===== src/rtl/pc_branch_unit.sv =====
// Branch/jump resolution, next-PC selection and architectural PC register for the
// single-cycle RV32I core, with misaligned-target halt and retire/redirect counters.
module pc_branch_unit #(
  parameter logic [31:0] RESET_PC = 32'h0000_0000
) (
  input  logic        clk,
  input  logic        rst_n,
  input  logic        is_branch,
  input  logic        is_jal,
  input  logic        is_jalr,
  input  logic [2:0]  funct3,
  input  logic [31:0] imm,
  input  logic [31:0] rs1_data,
  input  logic        br_less,
  input  logic        br_lessu,
  input  logic        br_equal,
  input  logic        stall,
  input  logic        resume,
  output logic [31:0] pc,
  output logic [31:0] pc_four,
  output logic [31:0] next_pc,
  output logic        br_taken,
  output logic        illegal_br,
  output logic        trap,
  output logic [31:0] trap_addr,
  output logic [31:0] instret,
  output logic [31:0] taken_cnt
);

  typedef enum logic [0:0] {
    ST_RUN  = 1'b0,
    ST_HALT = 1'b1
  } state_t;

  state_t      state_r, state_nx_s;
  logic [31:0] pc_r, pc_nx_s;
  logic        trap_r, trap_nx_s;
  logic [31:0] trap_addr_r, trap_addr_nx_s;
  logic [31:0] instret_r, instret_nx_s;
  logic [31:0] taken_cnt_r, taken_cnt_nx_s;

  logic        cond_s;
  logic        illegal_s;
  logic [31:0] pc_four_s;
  logic [31:0] target_s;
  logic        br_taken_s;
  logic [31:0] next_pc_s;
  logic        misalign_s;

  // Branch condition decode from the comparator flags.
  always_comb begin
    cond_s    = 1'b0;
    illegal_s = 1'b0;
    if (is_branch) begin
      case (funct3)
        3'b000:  cond_s = br_equal;
        3'b001:  cond_s = !br_equal;
        3'b100:  cond_s = br_less;
        3'b101:  cond_s = !br_less;
        3'b110:  cond_s = br_lessu;
        3'b111:  cond_s = !br_lessu;
        3'b010,
        3'b011:  illegal_s = 1'b1;
        default: cond_s = 1'b0;
      endcase
    end else begin
      cond_s    = 1'b0;
      illegal_s = 1'b0;
    end
  end

  // Target selection: JAL beats JALR beats branch; JALR clears bit 0.
  always_comb begin
    pc_four_s = pc_r + 32'd4;
    target_s  = pc_r + imm;
    if (is_jal) begin
      target_s = pc_r + imm;
    end else if (is_jalr) begin
      target_s = (rs1_data + imm) & 32'hFFFF_FFFE;
    end else begin
      target_s = pc_r + imm;
    end
    br_taken_s = is_jal | is_jalr | (is_branch & cond_s);
    next_pc_s  = br_taken_s ? target_s : pc_four_s;
    misalign_s = br_taken_s & (target_s[1:0] != 2'b00);
  end

  // Next-state and register update selection; stall outranks misalign in RUN.
  always_comb begin
    state_nx_s     = state_r;
    pc_nx_s        = pc_r;
    trap_nx_s      = trap_r;
    trap_addr_nx_s = trap_addr_r;
    instret_nx_s   = instret_r;
    taken_cnt_nx_s = taken_cnt_r;
    case (state_r)
      ST_RUN: begin
        if (stall) begin
          state_nx_s = ST_RUN;
        end else if (misalign_s) begin
          state_nx_s     = ST_HALT;
          trap_nx_s      = 1'b1;
          trap_addr_nx_s = target_s;
        end else begin
          pc_nx_s        = next_pc_s;
          instret_nx_s   = instret_r + 32'd1;
          taken_cnt_nx_s = taken_cnt_r + {31'd0, br_taken_s};
        end
      end
      ST_HALT: begin
        if (resume) begin
          state_nx_s = ST_RUN;
          pc_nx_s    = RESET_PC;
          trap_nx_s  = 1'b0;
        end else begin
          state_nx_s = ST_HALT;
          trap_nx_s  = 1'b1;
        end
      end
      default: begin
        state_nx_s = ST_RUN;
        pc_nx_s    = RESET_PC;
        trap_nx_s  = 1'b0;
      end
    endcase
  end

  // Architectural state registers.
  always_ff @(posedge clk or negedge rst_n) begin
    if (!rst_n) begin
      state_r     <= ST_RUN;
      pc_r        <= RESET_PC;
      trap_r      <= 1'b0;
      trap_addr_r <= 32'd0;
      instret_r   <= 32'd0;
      taken_cnt_r <= 32'd0;
    end else begin
      state_r     <= state_nx_s;
      pc_r        <= pc_nx_s;
      trap_r      <= trap_nx_s;
      trap_addr_r <= trap_addr_nx_s;
      instret_r   <= instret_nx_s;
      taken_cnt_r <= taken_cnt_nx_s;
    end
  end

  assign pc         = pc_r;
  assign pc_four    = pc_four_s;
  assign next_pc    = next_pc_s;
  assign br_taken   = br_taken_s;
  assign illegal_br = illegal_s;
  assign trap       = trap_r;
  assign trap_addr  = trap_addr_r;
  assign instret    = instret_r;
  assign taken_cnt  = taken_cnt_r;

endmodule


===== config.mk =====
export PLATFORM = sky130hd
export DESIGN_NAME = pc_branch_unit
export DESIGN_NICKNAME = d
export VERILOG_FILES = /design/src/rtl/pc_branch_unit.sv
export SDC_FILE = /design/constraint.sdc
export NUM_CORES = 1
export LEC_CHECK = 0
export CAP_MARGIN = 10
export CORE_ASPECT_RATIO = 0.9
export CORE_MARGIN = 3
export CORE_UTILIZATION = 45
export DETAILED_ROUTE_END_ITERATION = 6
export MAX_ROUTING_LAYER = met4
export PLACE_DENSITY = 0.84
export SKIP_CTS_REPAIR_TIMING = 1
export SYNTH_ARGS = -nofsm -noshare
export SYNTH_HDL_FRONTEND = slang
export SYNTH_SLANG_ARGS = --single-unit
export TNS_END_PERCENT = 5

===== constraint.sdc =====
create_clock -name clk -period 3.59 [get_ports clk]
set_clock_uncertainty 0.2 [all_clocks]
set_input_delay 0.5385 -clock clk [delete_from_list [all_inputs] [get_ports clk]]
set_output_delay 0.5385 -clock clk [all_outputs]
set_load 0.1 [all_outputs]

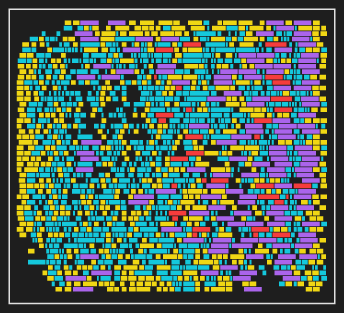
Run 1: cells coloured by class
Scale: 2 px per um.
clock drivers and dummy loads: drawn in red, cells 32. sequential cells: drawn in purple, cells 130. remaining buffers and delay cells: drawn in yellow, cells 598. combinational and other logic: drawn in cyan, cells 989.
Rows: 50
Seq area share: 19.3%
final core occ: 81.6%

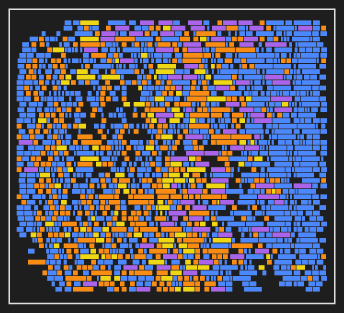
Run 1: drive-strength map
Scale: 2 px per um.
_3 and _4 cells: drawn in orange, cells 456, most used buf_4. _6 and larger: drawn in purple, cells 83, most used buf_12. _2 cells: drawn in yellow, cells 106, most used a21oi_2. _0 and _1 cells: drawn in blue, cells 1104, most used clkdlybuf4s50_1.
area delta synth->final: 74.9%
worst setup slack after layout: -780 ps
final instance area: 17200 um^2

==> GITHUB_STEP_SUMMARY, run 1 <==
## PnR job results

| Metric | Value |
|---|---|
| Syn Nets | 1311 |
| R2R Setup Slk | 150 ps |
| Drc violations | 3 |
| Seq share, synth | 33.0% |
| Final hold vios | 0 |
| Core Util at FP | 46.6% |
| CTS tree | built |
| Hold Path Class | reg -> reg |
| Latency at later pin | 430 ps |
| IO Count | 272 |
| Final #Nets | 1880 |
| Via density | 5.84 |
| Kind of critical path | reg -> out |
| Failing checks | DRC, setup timing |
| Met2 usage | 56.3% |
| Status | finished with violations |
| Finish-stage setup viols | 28 |
| Initial drt markers | 1127 |
| YS warnings | 0 |
| Fmax | 229 MHz |
| Tool warnings | 28 |
| Worst setup EP type | primary output |
| Worst setup slack after layout | -780 ps |
| GR peak layer | met2 |
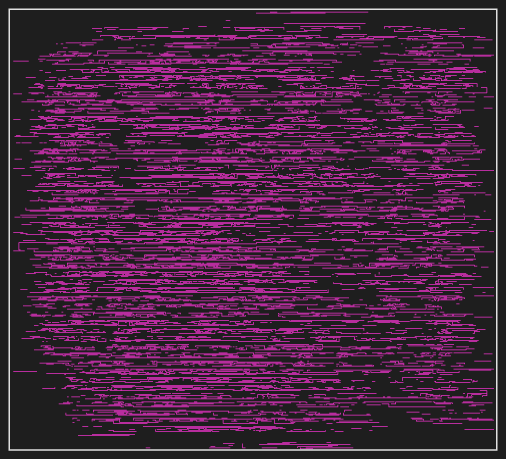
Run 1: met1 routing
Scale: 3 px per um.
The longest straight run is 55.7 um. The layer carries 18000 um of wire. 1733 nets have wire on it.
met1 Use GR: 46.7%
final WL: 43400 um
via count: 11900

## run 1: how the worst min path moves through the flow
stage	cells after the start	start	end	slack, ps
6_report	1	instret[31]	instret[31]	270
5_1_grt	1	instret[31]	instret[31]	290
4_1_cts	1	rst_n	instret[14]	-130
3_5_place_dp	2	trap_addr[4]	trap_addr[4]	270
3_3_place_gp	1	instret[31]	instret[31]	260
2_1_floorplan	0	rst_n	instret[0]	40
## run 1: Yosys cell counts, types with 16 or more instances
cell type  count
o21ai_1       17
a22o_1        24
a31oi_1       17
a21oi_1       93
nand2_1      145
xor2_1        46
nor3_1        16
a21o_1        30
nand4_1       26
ha_1          65
o21ai_0       62
nor2_1       111
xnor2_1       94
dfrtp_1      130
nand3_1       44
inv_1         23
clkbuf_1      34
and3_1        25
## run 1: worst max-delay path, cell delays in order (launching register included)
cell and delay (ps):
dfrtp_4 510, ha_4 180, fa_2 350, a211oi_2 220, nor2_1 100, o31ai_2 270, a21oi_2 130, a221o_1 410
a31oi_2 220, xor2_1 200, mux2i_2 140, mux2_4 310, buf_12 170
## run 1: sequential cells by signal (all words and copies together), names as in the netlist
register	cells
instret	32
pc	32
state_r	1
trap_addr	32
taken_cnt	32
trap	1
## run 1: layer usage
layer,vias to the layer above,share of wire (%)
li1,5354,-
met1,5796,41
met2,639,47
met3,92,9.2
met4,0,2.4
met5,-,0
## run 1: cell type report
cell class / count / area (um^2)
inverter: 24 / 90.1
tap: 286 / 358
sequential: 130 / 3330
timing repair buffer: 598 / 5580
clock buffer: 19 / 443
clock inverter: 13 / 173
multi-input combinational: 965 / 7270
fill: 1295 / 3900
## run 1: logic make-up (layout without fill, tap and decap cells)
family	after synthesis	count (layout)	share of synthesized area, %
AND-OR/OR-AND	327	327	21.7
XOR/XNOR	140	140	12.4
flip-flops	130	130	33.0
multiplexers	15	15	1.55
adder cells (fa/ha/maj)	67	67	8.65
AND/OR/NAND/NOR	416	416	19.6
buffers and inverters	72	654	3.02
## run 1: metrics by stage
stage	hold WS, ps	TNS [ps]
final	274	-13260
after CTS	-133	-18030
after global placement	256	-21420
after detailed placement	269	-25610
after floorplan	42.9	-23270
after global routing	289	-17440
==> inputs of run 2 (changes only) <==
--- a/config.mk
+++ b/config.mk
@@ -5,13 +5,16 @@
 export SDC_FILE = /design/constraint.sdc
 export NUM_CORES = 1
 export LEC_CHECK = 0
+export ABC_CLOCK_PERIOD_IN_PS = 3590
 export CAP_MARGIN = 10
 export CORE_ASPECT_RATIO = 0.9
 export CORE_MARGIN = 3
-export CORE_UTILIZATION = 45
+export CORE_UTILIZATION = 55
 export DETAILED_ROUTE_END_ITERATION = 6
+export DONT_BUFFER_PORTS = 1
 export MAX_ROUTING_LAYER = met4
-export PLACE_DENSITY = 0.84
+export PLACE_DENSITY = 0.78
+export RECOVER_POWER = 25
 export SKIP_CTS_REPAIR_TIMING = 1
 export SYNTH_ARGS = -nofsm -noshare
 export SYNTH_HDL_FRONTEND = slang
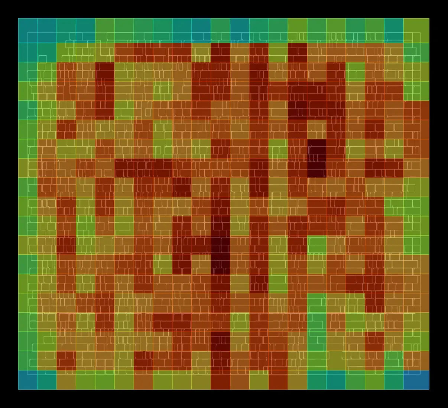
Run 2: congestion heat map
met2 usage: 62.1%
Tot GR Track Use: 40.9%
GR peak layer: met2

==> run 2 against run 1 <==
Against the previous run: the flow finishes with violations (hold timing, setup timing); final cell count down 15%; worst setup slack worse by 66 ps; count of clock-buffer cells in the layout down 1; critical endpoint is now next_pc[20]; sequential share of layout area up 3.6 points; sequential cell count unchanged; register-to-register slack worse by 120 ps; critical path depth up 1; first-iteration DRC count up 15%.
==> GITHUB_STEP_SUMMARY, run 2 <==
## PnR job results

| Metric | Value |
|---|---|
| Status | finished with violations |
| Failing checks | hold timing, setup timing |
| Latency at later pin | 440 ps |
| Drc violations | 0 |
| Simple Share, Synth | 19.6% |
| Via count | 11200 |
| Critical path's most frequent cell | a21oi_2 |
| Top non-seq family | AND-OR/OR-AND gates |
| Worst path cell trace | ha_4 > fa_2 > a211oi_4 > nor2_2 > o31ai_4 > a21oi_2 > a221o_1 > buf_4 > a21oi_2 > xnor2_1 > a21oi_2 > a21oi_4 > buf_12 |
| Seq share, synth | 33.0% |
| IO Count | 272 |
| Crit-path slowest cell | dfrtp_4 |
| CP peak stage delay | 490 ps |
| Area delta synth->final | 47.4% |
| Finish-stage setup viols | 30 |
| Hold slack | -411 ps |
| YS warnings | 0 |
| Via density | 6.48 |
| Final hold vios | 130 |
| Fmax | 225 MHz |
| Compound Share, Synth | 21.7% |
| Worst setup EP type | primary output |
| Fa+ha+maj area frac | 8.65% |
| CTS tree | built |
| Final #Nets | 1619 |
| Worst setup slack after layout | -846 ps |
| Core Util at FP | 57.2% |
| Most frequent cell after synthesis | nand2_1 |
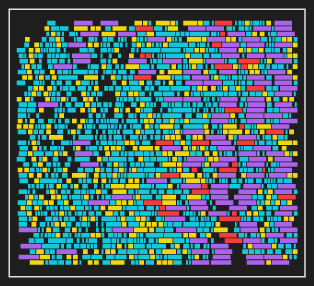
Run 2: cells coloured by class
Scale: 2 px per um.
remaining buffers and delay cells: drawn in yellow, cells 337. sequential cells: drawn in purple, cells 130. combinational and other logic: drawn in cyan, cells 989. clock drivers and dummy loads: drawn in red, cells 32.
final core occ: 84.4%
final instance area: 14500 um^2
Seq area share: 22.9%
Rows: 45

-- run 2: layout make-up --
cell class | instances | area, um^2
clock buffers | 18 | 439
clock inverters | 14 | 178
fillers | 974 | 2690
inverters | 24 | 92.6
multi-input cells | 965 | 7190
flip-flops and latches | 130 | 3330
well taps | 235 | 294
repair buffers | 337 | 3020
-- run 2: per-stage QoR --
stage	setup slack [ps]	TNS, ps	cell area (um^2)	hold slack, ps
after floorplan	-599	-23270	10500	42.9
after global placement	-380	-3460	13500	46.1
after detailed placement	-472	-4470	13500	46.0
after CTS	-933	-14510	14200	-418
after global routing	-920	-12650	14500	-421
final	-846	-10160	14500	-411
-- run 2: cells by family after synthesis --
family | Yosys count
AND-OR/OR-AND | 327
XOR/XNOR | 140
adder cells (fa/ha/maj) | 67
buffers and inverters | 72
flip-flops | 130
multiplexers | 15
AND/OR/NAND/NOR | 416
-- run 2: worst max-delay path: cells and delay by family (launching register included) --
family | cells | cell delay, ps
AND-OR/OR-AND | 7 | 1670
XOR/XNOR | 1 | 100
adder cells (fa/ha/maj) | 2 | 540
buffers and inverters | 2 | 340
flip-flops | 1 | 490
AND/OR/NAND/NOR | 1 | 100
-- run 2: path summary, 6_finish.rpt --
| path | from | endpoint | slack, ps | cells past startpoint |
|---|---|---|---|---|
| setup / recovery | pc[0] | next_pc[20] | -850 | 13 |
| hold / removal | rst_n | instret[10] | -410 | 0 |
| setup reg to reg | pc[0] | trap_addr[20] | 30 | 13 |
| hold reg to reg | instret[27] | instret[27] | 310 | 1 |
| max in group asynchronous | rst_n | pc[4] | 3410 | 0 |
| min in group clk | resume | state_r | 110 | 1 |
-- run 2: layer usage --
layer | vias to the layer above | routed length [um] | GRT usage, %
met3 | 154 | 5660 | 13.0
met2 | 815 | 18700 | 62.1
met1 | 5384 | 15400 | 52.4
li1 | 4811 | - | -
met5 | - | 0 | -
met4 | 0 | 1490 | 13.0
Run 2, drive-strength map:
Scale: 2 px per um.
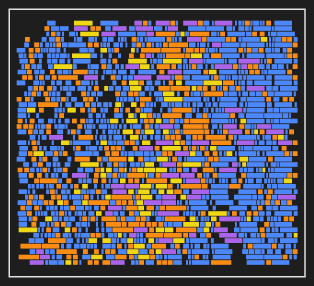

==> inputs of run 3 (changes only) <==
--- a/config.mk
+++ b/config.mk
@@ -15,6 +15,7 @@
 export MAX_ROUTING_LAYER = met4
 export PLACE_DENSITY = 0.78
 export RECOVER_POWER = 25
+export REMOVE_ABC_BUFFERS = 1
 export SKIP_CTS_REPAIR_TIMING = 1
 export SYNTH_ARGS = -nofsm -noshare
 export SYNTH_HDL_FRONTEND = slang
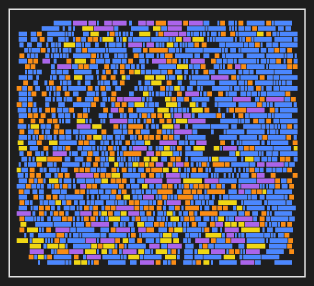
Run 3: drive-strength map
Scale: 2 px per um.
_3 and _4 cells: drawn in orange, cells 326, most used buf_4. _6 and larger: drawn in purple, cells 84, most used buf_12. _2 cells: drawn in yellow, cells 106, most used a21oi_2. _0 and _1 cells: drawn in blue, cells 994, most used nand2_1.
final instance area: 14400 um^2
worst setup slack after layout: -879 ps
bufs w/o clock: 359
area delta synth->final: 45.9%

==> run 3 against run 2 <==
Against the previous run: the run still ends with hold timing, setup timing left; via count fell by 0.20%; non-clock buffer count rose by 22; synthesized area did not move; routed wire length fell by 2.4%; final cell count rose by 1.3%; first-iteration DRC count fell by 15%.
==> GITHUB_STEP_SUMMARY, run 3 <==
## PnR job results

| Metric | Value |
|---|---|
| Status | finished with violations |
| Failing checks | hold timing, setup timing |
| Fill count | 1027 |
| Fmax | 224 MHz |
| RR Startpoint | pc[0] |
| Worst setup EP type | primary output |
| Worst setup slack after layout | -879 ps |
| Place WS | -565 ps |
| Final WL | 40200 um |
| Reg-to-Reg End | pc[18] |
| Final hold vios | 130 |
| Kind of critical path | reg -> out |
| Most frequent cell after synthesis | nand2_1 |
| CP peak stage delay | 460 ps |
| Register area | 3260 um^2 |
| Hold slack | -412 ps |
| Finish-stage setup viols | 30 |
| Tool warnings | 29 |
| Worst path cell trace | ha_4 > fa_2 > a211oi_4 > nor2_4 > o31ai_4 > a21oi_2 > a221o_1 > a31oi_1 > xor2_1 > mux2i_2 > mux2_4 > buf_12 |
| Rows | 45 |
| Crit-path slowest cell | a221o_1 |
| Post-synth top cells | nand2_1 (145), dfrtp_1 (130), nor2_1 (111), xnor2_1 (94), a21oi_1 (93) |
| Cell area after placement | 13400 um^2 |
| Logic area | 6920 um^2 |
| YS warnings | 0 |
| Seq share, synth | 33.0% |
| Hold Path Class | in -> async |
| Via count | 11100 |
| Final #Nets | 1641 |
| Via density | 6.39 |
| Core Util at FP | 57.2% |
| Drc violations | 0 |
| R2R Setup Slk | 50 ps |
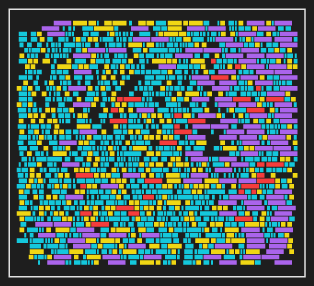
Run 3: cells coloured by class
Scale: 2 px per um.
sequential cells: drawn in purple, cells 130. remaining buffers and delay cells: drawn in yellow, cells 359. combinational and other logic: drawn in cyan, cells 989. clock drivers and dummy loads: drawn in red, cells 32.
Seq area share: 22.6%
Core Area: 17200 um^2
final core occ: 83.5%

[run 3: cell counts after synthesis]
Identical to the previous run, type by type.
[run 3: final cells by class]
cell class / count / area share (%)
inverter: 24 / 0.643
sequential: 130 / 22.6
tap: 235 / 2.04
clock inverter: 15 / 1.11
timing repair buffer: 359 / 22.5
clock buffer: 17 / 2.96
multi-input combinational: 965 / 48.1
[run 3: logic make-up after synthesis]
family                     after synthesis  synth area share, %
AOI/OAI and AO/OA                      327                 21.7
xor gates and xnor gates               140                 12.4
adders and majority gates               67                 8.65
buffers and inverters                   72                 3.02
DFF                                    130                 33.0
muxes                                   15                 1.55
and+or+nand+nor                        416                 19.6
[run 3: worst max-delay path by stage]
| stage | slack [ps] | to | cells past startpoint | start |
|---|---|---|---|---|
| 6_report | -880 | next_pc[28] | 12 | pc[0] |
| 5_1_grt | -1000 | next_pc[28] | 12 | pc[0] |
| 4_1_cts | -880 | next_pc[24] | 12 | pc[0] |
| 3_5_place_dp | -570 | next_pc[24] | 12 | imm[0] |
| 3_3_place_gp | -400 | next_pc[31] | 12 | imm[2] |
| 2_1_floorplan | -3470 | next_pc[27] | 8 | pc[4] |
[run 3: routing by layer]
metal	routed length, um	vias to the layer above	GRT usage (%)
li1	-	4860	-
met1	15700	5427	51.0
met2	18500	702	62.5
met3	4380	153	9.93
met4	1590	0	12.3
met5	0	-	-
[run 3: metrics by stage]
step                TNS, ps  utilization, %  std cells
floorplan           -199950               -       1119
global route         -14440            83.5       1745
detailed placement    -5480            77.8       1711
global placement      -3970            77.8       1711
CTS                  -17350            81.2       1743
finish               -11470            83.5       1745
[run 3: worst max-delay path, delay by kind of cell, from the launching register on]
kind / cells / cell delay, ps
AOI/OAI and AO/OA: 5 / 1400
xor gates and xnor gates: 1 / 200
adders and majority gates: 2 / 590
buffers and inverters: 1 / 170
DFF: 1 / 430
muxes: 2 / 440
and+or+nand+nor: 1 / 70
